<file path="config.mk">
export PLATFORM = sky130hd
export DESIGN_NAME = digit_entry_ctrl
export DESIGN_NICKNAME = d
export VERILOG_FILES = /design/src/rtl/digit_entry_ctrl.sv
export SDC_FILE = /design/constraint.sdc
export NUM_CORES = 1
export LEC_CHECK = 0
export CORE_MARGIN = 2
export CORE_UTILIZATION = 45
export DETAILED_ROUTE_END_ITERATION = 7
export GPL_ROUTABILITY_DRIVEN = 0
export GPL_TIMING_DRIVEN = 0
export PLACE_DENSITY = 0.85
export SETUP_SLACK_MARGIN = 0.15
export SYNTH_ARGS = -nofsm -noshare
export SYNTH_HDL_FRONTEND = slang
export SYNTH_SLANG_ARGS = --single-unit
</file>
<file path="constraint.sdc">
create_clock -name clk -period 1.8 [get_ports clk]
set_input_delay 0.36 -clock clk [delete_from_list [all_inputs] [get_ports clk]]
set_output_delay 0.36 -clock clk [all_outputs]
set_load 0.02 [all_outputs]
</file>
<file path="src/rtl/digit_entry_ctrl.sv">
// Keypad digit-entry controller for a microwave-style timer.
// Debounces key presses and release, then shifts accepted BCD digits into
// a four-digit MM:SS register. One acceptance per physical press; rejected
// presses (locked, non-decimal key, register full, or wiped by clear) give
// a one-cycle reject pulse instead.
module digit_entry_ctrl #(
    parameter int unsigned DEBOUNCE = 4
) (
    input  logic       clk,
    input  logic       rst,
    input  logic [3:0] digit,
    input  logic       key_valid,
    input  logic       clear,
    input  logic       lock,
    output logic [3:0] sec_ones,
    output logic [3:0] sec_tens,
    output logic [3:0] min_ones,
    output logic [3:0] min_tens,
    output logic [2:0] digit_count,
    output logic       full,
    output logic       key_accept,
    output logic       reject
);

    typedef enum logic [1:0] {
        IDLE         = 2'd0,
        PRESS_WAIT   = 2'd1,
        HELD         = 2'd2,
        RELEASE_WAIT = 2'd3
    } state_t;

    localparam logic [4:0] DEB_L = 5'(DEBOUNCE);

    state_t     state_q;
    logic [3:0] cnt_q;
    logic [3:0] sec_ones_q;
    logic [3:0] sec_tens_q;
    logic [3:0] min_ones_q;
    logic [3:0] min_tens_q;
    logic [2:0] count_q;
    logic       accept_q;
    logic       reject_q;

    logic [4:0] cnt_inc_s;
    logic       accept_edge_s;
    logic       discard_s;
    logic       full_s;

    assign full_s      = (count_q == 3'd4);
    assign full        = full_s;
    assign sec_ones    = sec_ones_q;
    assign sec_tens    = sec_tens_q;
    assign min_ones    = min_ones_q;
    assign min_tens    = min_tens_q;
    assign digit_count = count_q;
    assign key_accept  = accept_q;
    assign reject      = reject_q;

    // Detect the edge on which a press completes qualification and whether it must be discarded.
    always_comb begin
        cnt_inc_s     = {1'b0, cnt_q} + 5'd1;
        accept_edge_s = 1'b0;
        case (state_q)
            IDLE:       accept_edge_s = key_valid && (DEB_L == 5'd1);
            PRESS_WAIT: accept_edge_s = key_valid && (cnt_inc_s == DEB_L);
            default:    accept_edge_s = 1'b0;
        endcase
        discard_s = lock || (digit > 4'd9) || full_s;
    end

    // Debounce FSM plus the digit shift register and its one-cycle status pulses.
    always_ff @(posedge clk or posedge rst) begin
        if (rst) begin
            state_q    <= IDLE;
            cnt_q      <= 4'd0;
            sec_ones_q <= 4'd0;
            sec_tens_q <= 4'd0;
            min_ones_q <= 4'd0;
            min_tens_q <= 4'd0;
            count_q    <= 3'd0;
            accept_q   <= 1'b0;
            reject_q   <= 1'b0;
        end else begin
            accept_q <= 1'b0;
            reject_q <= 1'b0;

            case (state_q)
                IDLE: begin
                    if (key_valid) begin
                        cnt_q   <= 4'd1;
                        state_q <= accept_edge_s ? HELD : PRESS_WAIT;
                    end else begin
                        cnt_q <= 4'd0;
                    end
                end
                PRESS_WAIT: begin
                    if (!key_valid) begin
                        state_q <= IDLE;
                        cnt_q   <= 4'd0;
                    end else if (accept_edge_s) begin
                        state_q <= HELD;
                        cnt_q   <= 4'd0;
                    end else begin
                        cnt_q <= cnt_inc_s[3:0];
                    end
                end
                HELD: begin
                    // A held key never re-qualifies; only a release moves on.
                    if (!key_valid) begin
                        state_q <= RELEASE_WAIT;
                        cnt_q   <= 4'd1;
                    end else begin
                        cnt_q <= 4'd0;
                    end
                end
                RELEASE_WAIT: begin
                    if (key_valid) begin
                        state_q <= HELD;
                        cnt_q   <= 4'd0;
                    end else if (cnt_inc_s >= DEB_L) begin
                        state_q <= IDLE;
                        cnt_q   <= 4'd0;
                    end else begin
                        cnt_q <= cnt_inc_s[3:0];
                    end
                end
                default: begin
                    state_q <= IDLE;
                    cnt_q   <= 4'd0;
                end
            endcase

            // Clear wins over a coincident acceptance, which is then reported as rejected.
            if (clear) begin
                sec_ones_q <= 4'd0;
                sec_tens_q <= 4'd0;
                min_ones_q <= 4'd0;
                min_tens_q <= 4'd0;
                count_q    <= 3'd0;
                reject_q   <= accept_edge_s;
            end else if (accept_edge_s) begin
                if (discard_s) begin
                    reject_q <= 1'b1;
                end else begin
                    min_tens_q <= min_ones_q;
                    min_ones_q <= sec_tens_q;
                    sec_tens_q <= sec_ones_q;
                    sec_ones_q <= digit;
                    count_q    <= count_q + 3'd1;
                    accept_q   <= 1'b1;
                end
            end
        end
    end

endmodule

</file>
Fig. 1: where the registers sit
Other sequential cells in the stronger grey, the rest of the logic in the fainter grey.
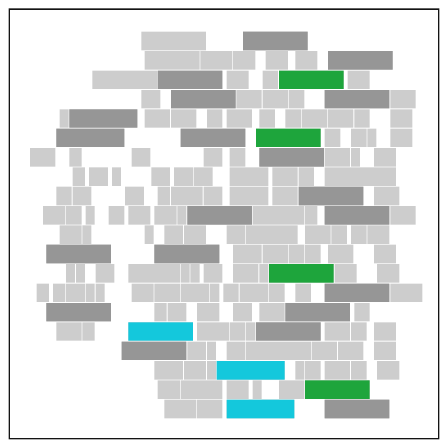
green -> `sec_ones`  # flops 4
cyan -> `digit_count`  # flops 3
not coloured = 20

==> run summary <==
run results: maximum fanout along the worst path 5, global route overflow 0, top-level I/O count 31, reported leakage power 0.950 nW, clock power share 24.1%, R2R cell count 7, Comb power frac 15.5%, fill cell total of the finished layout 231, area growth from synthesis to layout 39.7%, post-route design area 0.00198 mm^2, Seq cells post-synth 27, HPWL reported at the end of detailed placement 2.11 mm, hold violation total from the final report 0, combinational gate area 759 um^2, H-tree Lvls 1, number of buffers added on ports 28, overall track demand over capacity in global routing 17.8%, hold bufs inserted after CTS 0, OpenROAD warnings 31, average instance area after synthesis 11.1 um^2, worst hold margin 377 ps, total power per unit cell area 550 mW/mm^2, Total Negative Setup Slacks 0 ps, reg2reg end digit_count[1], final count of negative-setup-slack endpoints 0, instance count on the critical path 7, TritonCTS clock tree yes, number of flops mapped to enable cells by yosys 0, Gate Count Post-Synth 128, Multiplexer share 12.8%, final instance count without filler cells 216, wire length of the first global-routing pass 4.80 mm, fraction of power spent switching nets 26.9%, antenna fix cells 0, library cell used as clock root buffer sky130_fd_sc_hd__clkbuf_4, Max Transition Viols Final 0, Final Util 65.4%, class of the most critical hold timing path input port to flop, Max-area cell share 47.7%, Post-synth top cells sky130_fd_sc_hd__dfrtp_1 (27), sky130_fd_sc_hd__nand2b_1 (23), sky130_fd_sc_hd__mux2i_1 (17), layout net count 186, first element of the critical path cnt_q[0], peak supply drop 0.000354 V, maximum single-stage delay on the critical path 490 ps, final setup skew 5.80 ps, share of layout cells above drive strength 1 23.8%, vias in the first global route 1094, starting density of the core 46.8%, main kind of combinational logic by area simple AND/OR/NAND/NOR gates, horizontal extent of the die 60.1 um, initial antenna violation count 0, tally of yosys warning messages 0, sequential share of power 60.4%, worst hold start key_valid, FMAX 572 MHz, cell type group with the largest total delay on the critical path flip-flops, worst hold path depth 3, Internal Power 0.000796 W, async set-or-reset flop fraction in the synthesized netlist 100%, cell count listed in synth_stat.txt 128, crit path cell chain ha_4, and3b_2, a31oi_4, nor2_4, buf_12, buf_8, mux2i_1, max-cap viol count 0, CP arrival 1990 ps, largest net degree at the start of global routing 28, number of CTS-inserted buffers 3, register-to-register setup slack 50 ps, Post-DRT Antenna Nets 0, status complete, no violations, most frequent cell after synthesis sky130_fd_sc_hd__dfrtp_1, register share after synthesis 47.7%, Most used DFF post-synth sky130_fd_sc_hd__dfrtp_1, ao+oa area frac 7.68%, Overall Power 0.00109 W, via count normalized by instance count 5.12, destination of the worst hold path state_q[0], period utilization 97.0%, Net Sw Power 0.000293 W, clock latency on the worst-skew pair 320 ps, number of buffer and inverter stages on the critical path 2, placement row count 20, average wire length per cell after detail routing 14.4 um, total number of vias 1105, area fraction in full adders, half adders and majority gates 3.53%, Simple Share, Synth 22.9%
Fig. 2: drive-strength map
The bar under the picture is 20 um long.
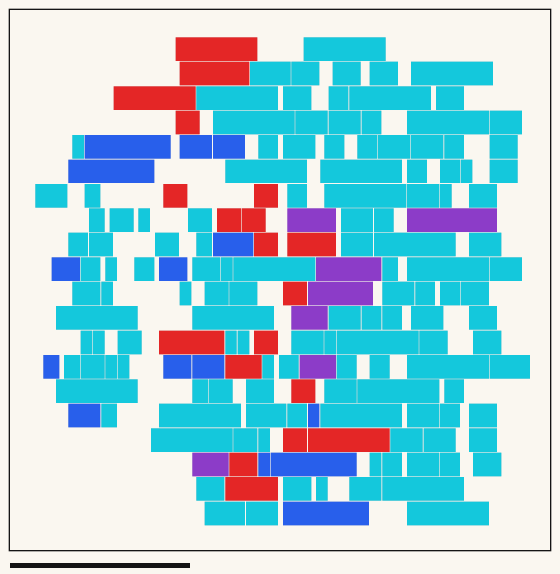
blue -> x2  # cells 15, share 8.7%
purple -> x6 and larger  # cells 7, share 4.1%
cyan -> x1 and smaller  # cells 131, share 76%
red -> x3 and x4  # cells 19, share 11%

==> state kept, by name, indices dropped and copies added, names as in the netlist, named ones only <==
register and count:
min_ones 4, state_q 1, sec_ones 4, cnt_q 4
digit_count 3, min_tens 4, sec_tens 4, reject 1
key_accept 1
==> layout by cell type, fill, tap and decap left out, drive strengths merged, types with 2 or more instances in the layout <==
master and instances:
dlymetal6s2s 3, clkdlybuf4s50 6, nand2 3, a21o 2
nor3 4, nand2b 23, dfrtp 27, nand3b 5
nor2 10, buf 15, a21oi 4, o21ai 2
inv 5, dlygate4sd2 18, ha 4, a31oi 2
clkbuf 7, mux2i 17, xnor2 2
==> routing by layer <==
layer,global-route usage [%],vias up,wire (um)
li1,-,524,-
met1,20.4,542,1310
met2,33.4,33,1620
met3,2.60,6,129
met4,6.03,0,46
met5,0,-,0
==> power groups by stage <==
stage                     clock network [W]  registers, W  logic [W]
after CTS                          0.000261      0.000652   0.000158
final                              0.000262      0.000658   0.000169
after global placement                    0      0.000660   0.000127
after floorplan                           0      0.000657  0.0000974
after detailed placement                  0      0.000664   0.000132
after global routing               0.000289      0.000662   0.000191
==> final cells by class <==
class / count / share of cell area (%)
timing repair buffer: 40 / 20.7
tap: 44 / 2.78
buffer: 5 / 1.58
sequential: 27 / 34.4
inverter: 5 / 0.948
multi-input combinational: 91 / 38.3
clock buffer: 4 / 1.33
==> what timing repair did <==
item / in CTS / in global routing
buffers inserted: 8 / 3
pin swaps: 2 / 3
resized: 27 / 17
endpoints found under the setup margin: 41 / 29
cloned: 1 / 0
Power figures rest on the tool's default switching activity, not on a simulated workload.
